===== src/rtl/uart_byte_fifo.sv =====
// uart_byte_fifo: elastic byte FIFO between uart_rx and uart_tx, drained one byte per transmitter frame.
// Define UART_FIFO_DROP_OLDEST_EN to overwrite the oldest byte on overflow instead of dropping the new one.
module uart_byte_fifo #(
    parameter int DEPTH_LOG2 = 4,
    parameter int BUSY_WAIT  = 4
) (
    input  logic                clk,
    input  logic                rst_n,
    input  logic [7:0]          rx_data,
    input  logic                rx_done,
    input  logic                tx_busy,
    output logic                tx_en,
    output logic [7:0]          tx_data,
    output logic [DEPTH_LOG2:0] fifo_count,
    output logic                fifo_empty,
    output logic                fifo_full,
    output logic                overflow,
    input  logic                overflow_clr
);
    localparam int DEPTH  = 1 << DEPTH_LOG2;
    localparam int CW     = DEPTH_LOG2 + 1;
    localparam int WAIT_W = (BUSY_WAIT > 1) ? $clog2(BUSY_WAIT) : 1;
    localparam logic [CW-1:0]     COUNT_FULL = CW'(DEPTH);
    localparam logic [WAIT_W-1:0] WAIT_LAST  = WAIT_W'(BUSY_WAIT - 1);

    typedef enum logic [1:0] {
        IDLE      = 2'd0,
        LAUNCH    = 2'd1,
        WAIT_BUSY = 2'd2,
        WAIT_DONE = 2'd3
    } state_t;

    state_t                state, state_nxt;
    logic [WAIT_W-1:0]     wait_cnt, wait_cnt_nxt;
    logic [7:0]            mem [DEPTH];
    logic [DEPTH_LOG2-1:0] wr_ptr, rd_ptr;
    logic                  pop, push_acc, ovf_set, overwrite, wr_en;

    assign fifo_empty = (fifo_count == '0);
    assign fifo_full  = (fifo_count == COUNT_FULL);

    // A same-cycle pop frees a slot, so a push into a full FIFO is only an overflow without one.
    assign pop      = (state == IDLE) && !fifo_empty && !tx_busy;
    assign push_acc = rx_done && (!fifo_full || pop);
    assign ovf_set  = rx_done && fifo_full && !pop;

`ifdef UART_FIFO_DROP_OLDEST_EN
    assign overwrite = ovf_set;
`else
    assign overwrite = 1'b0;
`endif

    assign wr_en = push_acc || overwrite;

    always_comb begin
        state_nxt    = state;
        wait_cnt_nxt = wait_cnt;
        case (state)
            IDLE: begin
                if (pop)
                    state_nxt = LAUNCH;
            end
            LAUNCH: begin
                state_nxt    = WAIT_BUSY;
                wait_cnt_nxt = '0;
            end
            WAIT_BUSY: begin
                // No acknowledge within the window: treat the byte as sent and move on.
                if (tx_busy)
                    state_nxt = WAIT_DONE;
                else if (wait_cnt == WAIT_LAST)
                    state_nxt = IDLE;
                else
                    wait_cnt_nxt = wait_cnt + WAIT_W'(1);
            end
            WAIT_DONE: begin
                if (!tx_busy)
                    state_nxt = IDLE;
            end
            default: state_nxt = IDLE;
        endcase
    end

    always_ff @(posedge clk or negedge rst_n) begin
        if (!rst_n) begin
            state    <= IDLE;
            wait_cnt <= '0;
            tx_en    <= 1'b0;
        end else begin
            state    <= state_nxt;
            wait_cnt <= wait_cnt_nxt;
            tx_en    <= (state_nxt == LAUNCH);
        end
    end

    always_ff @(posedge clk or negedge rst_n) begin
        if (!rst_n) begin
            wr_ptr     <= '0;
            rd_ptr     <= '0;
            fifo_count <= '0;
            overflow   <= 1'b0;
            tx_data    <= 8'h00;
        end else begin
            if (pop)
                tx_data <= mem[rd_ptr];
            if (wr_en)
                wr_ptr <= wr_ptr + DEPTH_LOG2'(1);
            if (pop || overwrite)
                rd_ptr <= rd_ptr + DEPTH_LOG2'(1);
            if (push_acc && !pop)
                fifo_count <= fifo_count + CW'(1);
            else if (pop && !push_acc)
                fifo_count <= fifo_count - CW'(1);
            if (ovf_set)
                overflow <= 1'b1;
            else if (overflow_clr)
                overflow <= 1'b0;
        end
    end

    // Storage is not reset; only pointers and count define what is valid.
    always_ff @(posedge clk) begin
        if (wr_en)
            mem[wr_ptr] <= rx_data;
    end

endmodule


===== config.mk =====
export PLATFORM = sky130hd
export DESIGN_NAME = uart_byte_fifo
export DESIGN_NICKNAME = d
export VERILOG_FILES = /design/src/rtl/uart_byte_fifo.sv
export SDC_FILE = /design/constraint.sdc
export NUM_CORES = 1
export LEC_CHECK = 0
export ABC_AREA = 1
export CAP_MARGIN = 10
export CORE_UTILIZATION = 35
export CTS_BUF_LIST = sky130_fd_sc_hd__clkbuf_8
export CTS_CLUSTER_SIZE = 8
export DETAILED_ROUTE_END_ITERATION = 8
export PLACE_DENSITY_LB_ADDON = 0.12
export SKIP_LAST_GASP = 1
export SLEW_MARGIN = 10
export SYNTH_ARGS = -nofsm -noshare
export SYNTH_HDL_FRONTEND = slang
export SYNTH_SLANG_ARGS = --single-unit

===== constraint.sdc =====
create_clock -name clk -period 3.35 [get_ports clk]
set_clock_uncertainty 0.2 [all_clocks]
set_input_delay 0.67 -clock clk [delete_from_list [all_inputs] [get_ports clk]]
set_output_delay 0.67 -clock clk [all_outputs]
set_load 0.005 [all_outputs]

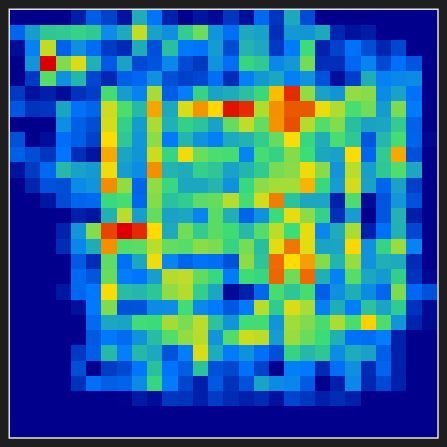
Fig. 1. Signal metal coverage by tile (run 1).
Drawn at 3 px/micron. 28 x 28 tiles, from dark blue (low) to red (high), scaled to the fullest tile. Values are wire area over tile area, all layers added.
mean over tiles: 0.12
nearly empty tiles: 22%
tiles over half the peak: 21%
fullest tile: 0.43
emptiest ninth of the die: bottom left
densest ninth of the die: middle

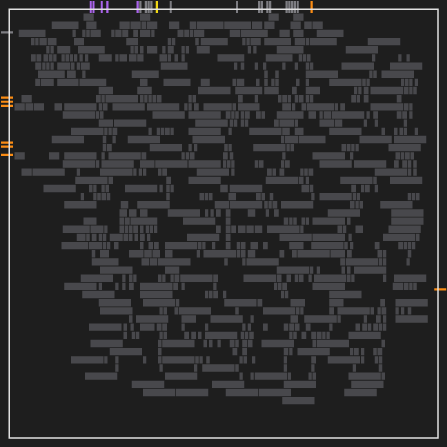
Fig. 2. Pin placement (run 1).
Drawn at 3 px/micron. Pins as bars across the die edge, other pins in gray.
| color | port | pins | direction | edge |
|---|---|---|---|---|
| orange | `rx_data` | 8 | input | 6 left, 1 top, 1 right |
| purple | `fifo_count` | 5 | output | top |
| yellow | `overflow` | 1 | output | top |
all pins by edge: 22 top, 7 left, 1 right

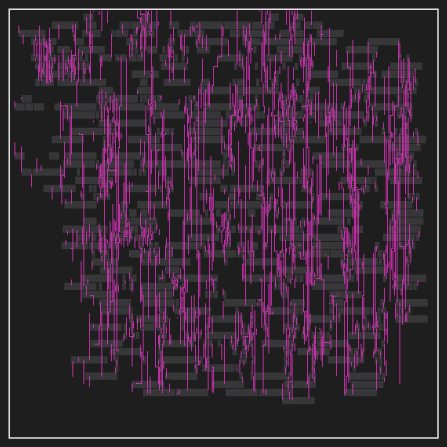
Fig. 3. Met2 routing (run 1).
Drawn at 3 px/micron.
longest straight run: 65.1 microns
main direction: vertical
share of all routed wire: 46%

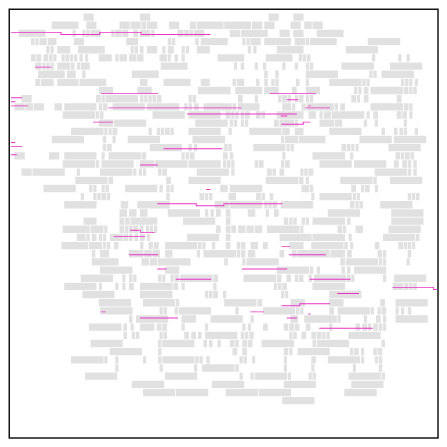
Fig. 4. Signal wires on met3 (run 1).
Drawn at 3 px/micron.
main direction: horizontal
longest straight run: 44.2 microns
wire length on this layer: 465 microns
nets with wire on the layer: 24

run 1: kinds of logic (layout without fill, tap and decap cells):
kind of cell               after synthesis  count (layout)
muxes                                    1               1
DFF                                    155             155
AOI/OAI and AO/OA                       13              13
and+or+nand+nor                        346             346
adders and majority gates               11              11
buffers and inverters                  151             213
xor gates and xnor gates                 8               8
run 1: per-layer routing:
metal  vias up  track usage [%]
met5         -                0
met4         0            7.074
met3        19            3.297
met1      2223            23.30
met2        63            26.93
li1       2290                -
run 1: worst reg2reg max path, stage by stage (launching register included):
cell     delay (ns)
dfrtp_1        0.46
nor2_1         0.11
nand2_1        0.10
nor2_2         0.14
nand2_1        0.10
nand2_4        0.07
inv_1          0.05
ha_1           0.20
inv_1          0.14
ha_1           0.28
a21oi_1        0.14
nor2_1         0.05
nor2_1         0.11
xor2_1         0.15
nand2_1        0.07
nand2_1        0.05
run 1: power by group through the flow:
stage	sequential (mW)	clock [mW]	combinational, mW
after global placement	2.60	0	2.33
final	2.57	1.41	2.34
after floorplan	2.57	0	1.55
after detailed placement	2.61	0	2.36
after global routing	2.60	1.52	2.63
after CTS	2.57	1.45	2.37
run 1: layout make-up:
class | instances | area [sq um] | share of cell area, %
clock buffers | 17 | 234.0 | 2.932
clock inverters | 15 | 156.4 | 1.960
inverters | 123 | 461.7 | 5.786
multi-input cells | 379 | 1755 | 22.00
flip-flops and latches | 155 | 4521 | 56.65
well taps | 265 | 331.6 | 4.155
repair buffers | 58 | 520.5 | 6.522
run 1: sequential cells by signal, indices dropped and copies added (netlist names):
signal / count
mem: 128
wr_ptr: 4
tx_data: 8
state: 2
wait_cnt: 2
rd_ptr: 4
overflow: 1
fifo_count: 5
tx_en: 1
run 1: metrics by stage:
step           util (%)  cell area (sq um)
6_report          41.14               7980
5_1_grt           41.14               7980
4_1_cts           41.14               7980
3_5_place_dp      39.13               7590
3_3_place_gp      39.13               7590
2_1_floorplan         -               6904
run 1: worst paths after layout:
kind | startpoint | endpoint | cells past startpoint | slack, ns
worst max-delay path | fifo_count[0]$_DFFE_PN0P_ | fifo_full | 4 | 0.71
worst min-delay path | tx_data[4]$_DFFE_PN0P_ | tx_data[4]$_DFFE_PN0P_ | 2 | 0.29
worst max register to register | fifo_count[0]$_DFFE_PN0P_ | fifo_count[4]$_DFFE_PN0P_ | 15 | 0.87
worst min register to register | tx_data[4]$_DFFE_PN0P_ | tx_data[4]$_DFFE_PN0P_ | 2 | 0.29
max in group asynchronous | rst_n | rd_ptr[0]$_DFFE_PN0P_ | 2 | 2.24
min in group asynchronous | rst_n | wait_cnt[1]$_DFFE_PN0P_ | 2 | 0.41
run 1: cells in the final DEF (no fill, tap or decap), types with 3 or more instances in the layout:
master | netlist | final
nand3_1 | 100 | 100
dfrtp_1 | 27 | 26
clkinv_1 | 1 | 4
buf_4 | 9 | 28
xor2_1 | 7 | 7
clkinv_2 | 0 | 5
nand2_1 | 216 | 216
nor3_1 | 14 | 14
edfxtp_1 | 128 | 128
clkbuf_8 | 0 | 17
nor2_1 | 11 | 11
clkinvlp_4 | 0 | 4
bufinv_16 | 0 | 3
ha_1 | 10 | 10
o21ai_0 | 5 | 5
clkdlybuf4s50_1 | 0 | 29
inv_1 | 121 | 121
==> notes.md, run 1 <==
impl run done, here's what came out: status=finished clean, fin crit period=~2.6 ns, layout cells sized above 1=8.568%, syn_nets=roughly 710, Die H=around 140 microns, Antenna Cells=0, fin. max-slew vios=0, vias=around 4,600, pwr dens=between 700 and 800 nW/um^2, endpoints failing setup=0, first-pass GRT wire length=approximately 25,000 microns, H-tree Lvls=4, dpl cells=between 900 and 1,000, post-cts sizing count=0, RePlAce Congestion=about 0.77, Comb pwr share=~37%, Cell area leaders=edfxtp_1, nand2_1, dfrtp_1, nand3_1, inv_1, Internal=around 3.9 mW, flip-flops with a built-in enable=about 130, drt first pass iters=4, CP Data Arrival Time=~1.8 ns, Unique cell types=28, Core ar.=19,400 sq um, CP top delay family=buffers and inverters, DRT antenna net count=0, adder share=2.102%, worst vdd ir=a little under 0.3 mV, Synth Seq Share=between 60% and 70%, Worst path slowest cell=clkdlybuf4s50_1, net load switching power=approximately 2.4 mW, cycle use final=roughly four fifths, Worst-path clk slew=about 0.08 ns, grt total ovfl=0, final setup TNS=0 ns, drc violations=0, Clk Latency, worst-skew pair=0.45 ns, CP required=about 2.5 ns, Hold Crit Class=reg -> reg, DP Worst Slack=about 0.28 ns, Simple-Gate Area Share=roughly a fifth, setup ws final=about 0.71 ns, Fin. Hold Viols=0, Synth top cells by count=nand2_1, edfxtp_1, inv_1, Async S/R FF share, synth=17.42%, vias in the first global route=4,490, CTS Hold Bufs=0, ys cells=around 700, initial DRC count=361
--- run 2 (diff from run 1) ---
Clock period 3.35 ns to 2.32 ns, I/O delays scaled along.
==> notes.md, run 2 <==
impl run done, here's what came out: status=finished with violations, most frequent cells in the layout=nand2_1, edfxtp_1, inv_1, vias in the first global route=between 4,000 and 5,000, failing checks=setup timing, H-tree Lvls=4, final setup TNS=-0.1192 ns, Largest register FFs=approximately 130, CP required=approximately 2.5 ns, initial DRC count=~290, Cell area leaders=edfxtp_1, nand2_1, dfrtp_1, nand3_1, inv_1, cycle use final=105.1%, grt total ovfl=0, Die H=around 140 microns, Core ar.=~19,000 sq um, fin. max-slew vios=0, Top reg by flops=mem, Worst path slowest cell=dfrtp_1, Worst-path clk slew=0.08 ns, CTS Hold Bufs=0, flip-flops with a built-in enable=approximately 130, Antenna Cells=0, endpoints failing setup=1, Finished Core Util=between 40% and 50%, most numerous logic cell after layout=nand2_1, syn_nets=between 700 and 800, CP Data Arrival Time=around 2.6 ns, layout cells sized above 1=approximately 14%, Synth top cells by count=nand2_1, edfxtp_1, inv_1, Async S/R FF share, synth=17.42%, setup ws final=-0.1192 ns
[run 2: per-layer routing]
layer / share of wire (%) / vias to the layer above / GRT usage (%)
li1: - / 2347 / -
met1: 48 / 2230 / 24.87
met2: 47 / 73 / 28.22
met3: 3.1 / 15 / 3.331
met4: 1.4 / 0 / 6.282
met5: 0 / - / 0
[run 2: critical path, delay by kind of cell, from the launching register on]
family	cells	cell delay, ns
xor+xnor	1	0.13
fa+ha+maj	2	0.47
buf+inv	6	0.48
flops	1	0.41
simple gates	8	0.64
[run 2: area by class of cell]
cell class	count	area share [%]
clock buffer	17	2.803
clock inverter	15	2.488
inverter	123	5.621
multi-input combinational	379	21.85
sequential	155	54.17
tap	265	3.972
timing repair buffer	87	9.098
[run 2: path summary, 6_finish.rpt]
check,startpoint,end,slack [ns],cells after the start
setup reg to reg,fifo_count[3]$_DFFE_PN0P_,fifo_count[4]$_DFFE_PN0P_,-0.12,17
max in group asynchronous,rst_n,fifo_count[0]$_DFFE_PN0P_,1.44,2
hold / removal,rst_n,rd_ptr[2]$_DFFE_PN0P_,0.19,2
min in group clk,wait_cnt[0]$_DFFE_PN0P_,wait_cnt[0]$_DFFE_PN0P_,0.29,1
setup / recovery,fifo_count[3]$_DFFE_PN0P_,fifo_count[4]$_DFFE_PN0P_,-0.12,17
hold reg to reg,wait_cnt[0]$_DFFE_PN0P_,wait_cnt[0]$_DFFE_PN0P_,0.29,1
[run 2: what timing repair did]
| item | 4_1_cts | 5_1_grt |
|---|---|---|
| pin swaps | 7 | 12 |
| buffers inserted | 4 | 1 |
| setup endpoints to repair | 3 | 4 |
| resized | 6 | 20 |
[run 2: cell families after synthesis]
group,share of synthesized area (%)
adder cells (fa/ha/maj),2.102
buffers and inverters,9.115
XOR/XNOR,1.015
flip-flops,65.46
AND/OR/NAND/NOR,21.13
multiplexers,0.1450
AND-OR/OR-AND,1.033
[run 2: power by group]
group          switching, mW  leakage [nW]  internal, mW
registers              0.218          1.49          3.46
clock network          0.993         0.215          1.26
logic                   2.35          1.99          1.42
total                   3.56          3.69          6.14
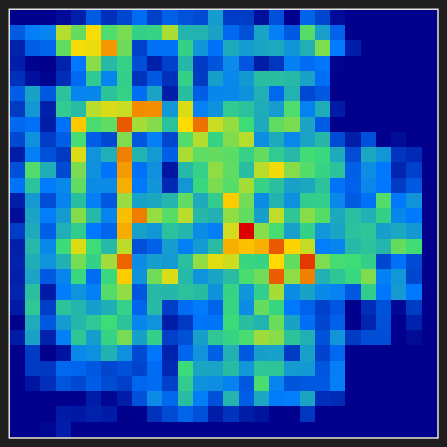
Fig. 5. Signal metal coverage by tile (run 2).
Drawn at 3 px/micron. 28 x 28 tiles, from dark blue (low) to red (high), scaled to the fullest tile. Values are wire area over tile area, all layers added.
tiles over half the peak: 16%
mean over tiles: 0.13
fullest tile: 0.45
nearly empty tiles: 20%
densest ninth of the die: middle

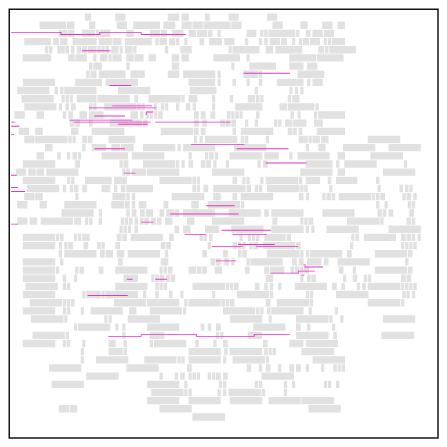
Fig. 6. Signal wires on met3 (run 2).
Drawn at 3 px/micron.
main direction: horizontal
longest straight run: 25.3 microns
nets with wire on the layer: 26
wire length on this layer: 510 microns
share of all routed wire: 3.1%

--- run 3 (diff from run 2) ---
==> constraint.sdc (replaced) <==
create_clock -name clk -period 2.32 [get_ports clk]
set_clock_uncertainty 0.2 [all_clocks]
set_input_delay 0.464 -clock clk [delete_from_list [all_inputs] [get_ports clk]]
set_output_delay 0.464 -clock clk [all_outputs]
set_load 0.1 [all_outputs]
==> notes.md, run 3 <==
impl run done, here's what came out: Cell area leaders=edfxtp_1, nand2_1, dfrtp_1, nand3_1, inv_1, grt total ovfl=0, Unique cell types=28, Clk Latency, worst-skew pair=0.46 ns, vias=around 4,800, Gate Area=about 1900 sq um, drc violations=0, final setup TNS=0 ns, met1 Track Usage GR=between 20% and 30%, vias in the first global route=about 4,800, Complex Gates by Area=under 10%, fin crit period=2.273 ns, Largest register FFs=128, XOR/XNOR Fraction of Synth Area=1.015%, cycle use final=between 90% and 100%, DRT antenna net count=0, RePlAce Congestion=roughly 0.82, first-pass GRT wire length=around 27,000 microns, reg2reg start=fifo_count[3]$_DFFE_PN0P_, Hold Crit Class=in -> async, area fraction in mux cells=0.1450%, worst vdd ir=between 0.5 and 0.6 mV, CP Buf/Inv Count=2, Simple-Gate Area Share=between 20% and 30%, fin. max-slew vios=0, CP Data Arrival Time=about 2.5 ns, top flop regs=mem (128), tx_data (8), fifo_count (5), global routing's busiest layer=met2, Async S/R FF share, synth=between 10% and 20%, Top reg by flops=mem, Worst-path clk slew=around 0.080 ns, comb area leader=simple AND/OR/NAND/NOR gates, Synth Seq Share=around two thirds, pwr dens=about 1200 nW/um^2, Worst path slowest cell=dfrtp_4, Fin. Hold Viols=0, CP top delay family=simple AND/OR/NAND/NOR gates, status=finished clean, CP required=2.52 ns, endpoints failing setup=0, CTS Hold Bufs=0, drt first pass iters=5, layout cells sized above 1=17.21%, most frequent cells in the layout=nand2_1, edfxtp_1, inv_1, flip-flops with a built-in enable=around 130, Antenna Cells=0
[run 3: cell counts after synthesis]
No cell type changed its count.
[run 3: through the flow]
stage / instance area, sq um / instances / setup WS, ns / power [mW]
2_1_floorplan: 7076 / 685 / -0.7187 / 6.993
3_3_place_gp: 8015 / 1005 / -0.3459 / 8.405
3_5_place_dp: 8015 / 1005 / -0.3254 / 8.467
4_1_cts: 8431 / 1037 / 0.007852 / 10.58
5_1_grt: 8451 / 1038 / -0.08778 / 11.13
6_report: 8451 / 1038 / 0.04733 / 10.50
[run 3: layout make-up]
class	count	share of cell area, %
clock buffers	19	3.094
clock inverters	13	1.614
inverters	123	5.523
multi-input cells	379	22.71
flip-flops and latches	155	53.69
well taps	265	3.924
repair buffers	84	9.446
[run 3: report_power, final]
group          switching (mW)  internal, mW  total [mW]
Clock                   0.974          1.10        2.07
Sequential              0.221          3.48        3.70
Combinational            3.32          1.41        4.73
Total                    4.52          5.98        10.5
[run 3: cell families (layout without fill, tap and decap cells)]
group | Yosys count | after routing
xor gates and xnor gates | 8 | 8
buffers and inverters | 151 | 239
AOI/OAI and AO/OA | 13 | 13
adders and majority gates | 11 | 11
DFF | 155 | 155
muxes | 1 | 1
and+or+nand+nor | 346 | 346
[run 3: worst reg2reg max path, cell delays in order (launching register included)]
cell and delay, ns:
dfrtp_4 0.49, nor2_4 0.13, nand2_4 0.07, nor2_4 0.09
inv_2 0.05, nand2_4 0.08, ha_4 0.15, inv_4 0.05
fa_2 0.35, a21oi_2 0.12, nor2_1 0.05, nor2_1 0.12
xor2_1 0.15, nand2_1 0.06, nand2_1 0.05
[run 3: per-layer routing]
metal	vias to the layer above	wire, microns	share of wire (%)
li1	2344	-	-
met1	2340	8424	48
met2	77	8090	46
met3	17	620	3.6
met4	0	269	1.5
met5	-	0	0
[run 3: timing repair]
item	4_1_cts	5_1_grt
setup buffers	0	1
setup endpoints to repair	1	3
gates cloned	0	0
pin swaps	4	5
resized	2	3
[run 3: worst paths after layout]
| check | endpoint | slack [ns] | cells after the start |
|---|---|---|---|
| max in group asynchronous | fifo_count[0]$_DFFE_PN0P_ | 1.44 | 2 |
| min in group clk | tx_data[7]$_DFFE_PN0P_ | 0.29 | 2 |
| setup reg to reg | fifo_count[4]$_DFFE_PN0P_ | 0.05 | 14 |
| hold / removal | tx_data[4]$_DFFE_PN0P_ | 0.18 | 2 |
| setup / recovery | fifo_count[4]$_DFFE_PN0P_ | 0.05 | 14 |
| hold reg to reg | tx_data[7]$_DFFE_PN0P_ | 0.29 | 2 |
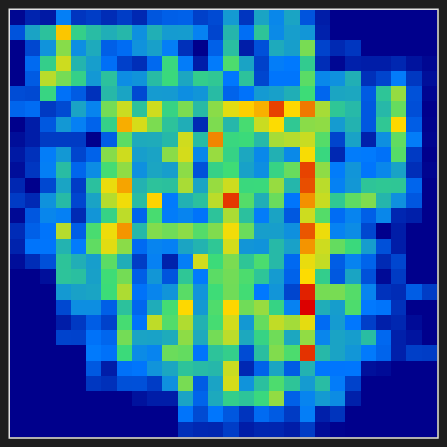
Fig. 7. Signal metal coverage by tile (run 3).
Drawn at 3 px/micron. 28 x 28 tiles, from dark blue (low) to red (high), scaled to the fullest tile. Values are wire area over tile area, all layers added.
mean over tiles: 0.13
emptiest ninth of the die: bottom left
tiles over half the peak: 20%

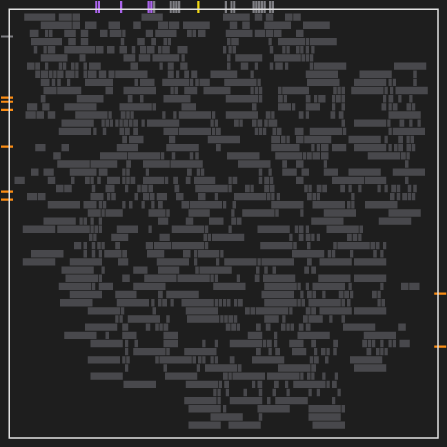
Fig. 8. Pin placement (run 3).
Drawn at 3 px/micron. Pins as bars across the die edge, other pins in gray.
| color | port | pins | direction | edge |
|---|---|---|---|---|
| orange | `rx_data` | 8 | input | 6 left, 2 right |
| yellow | `overflow` | 1 | output | top |
| purple | `fifo_count` | 5 | output | top |
all pins by edge: 21 top, 7 left, 2 right

Power figures rest on the tool's default switching activity, not on a simulated workload.
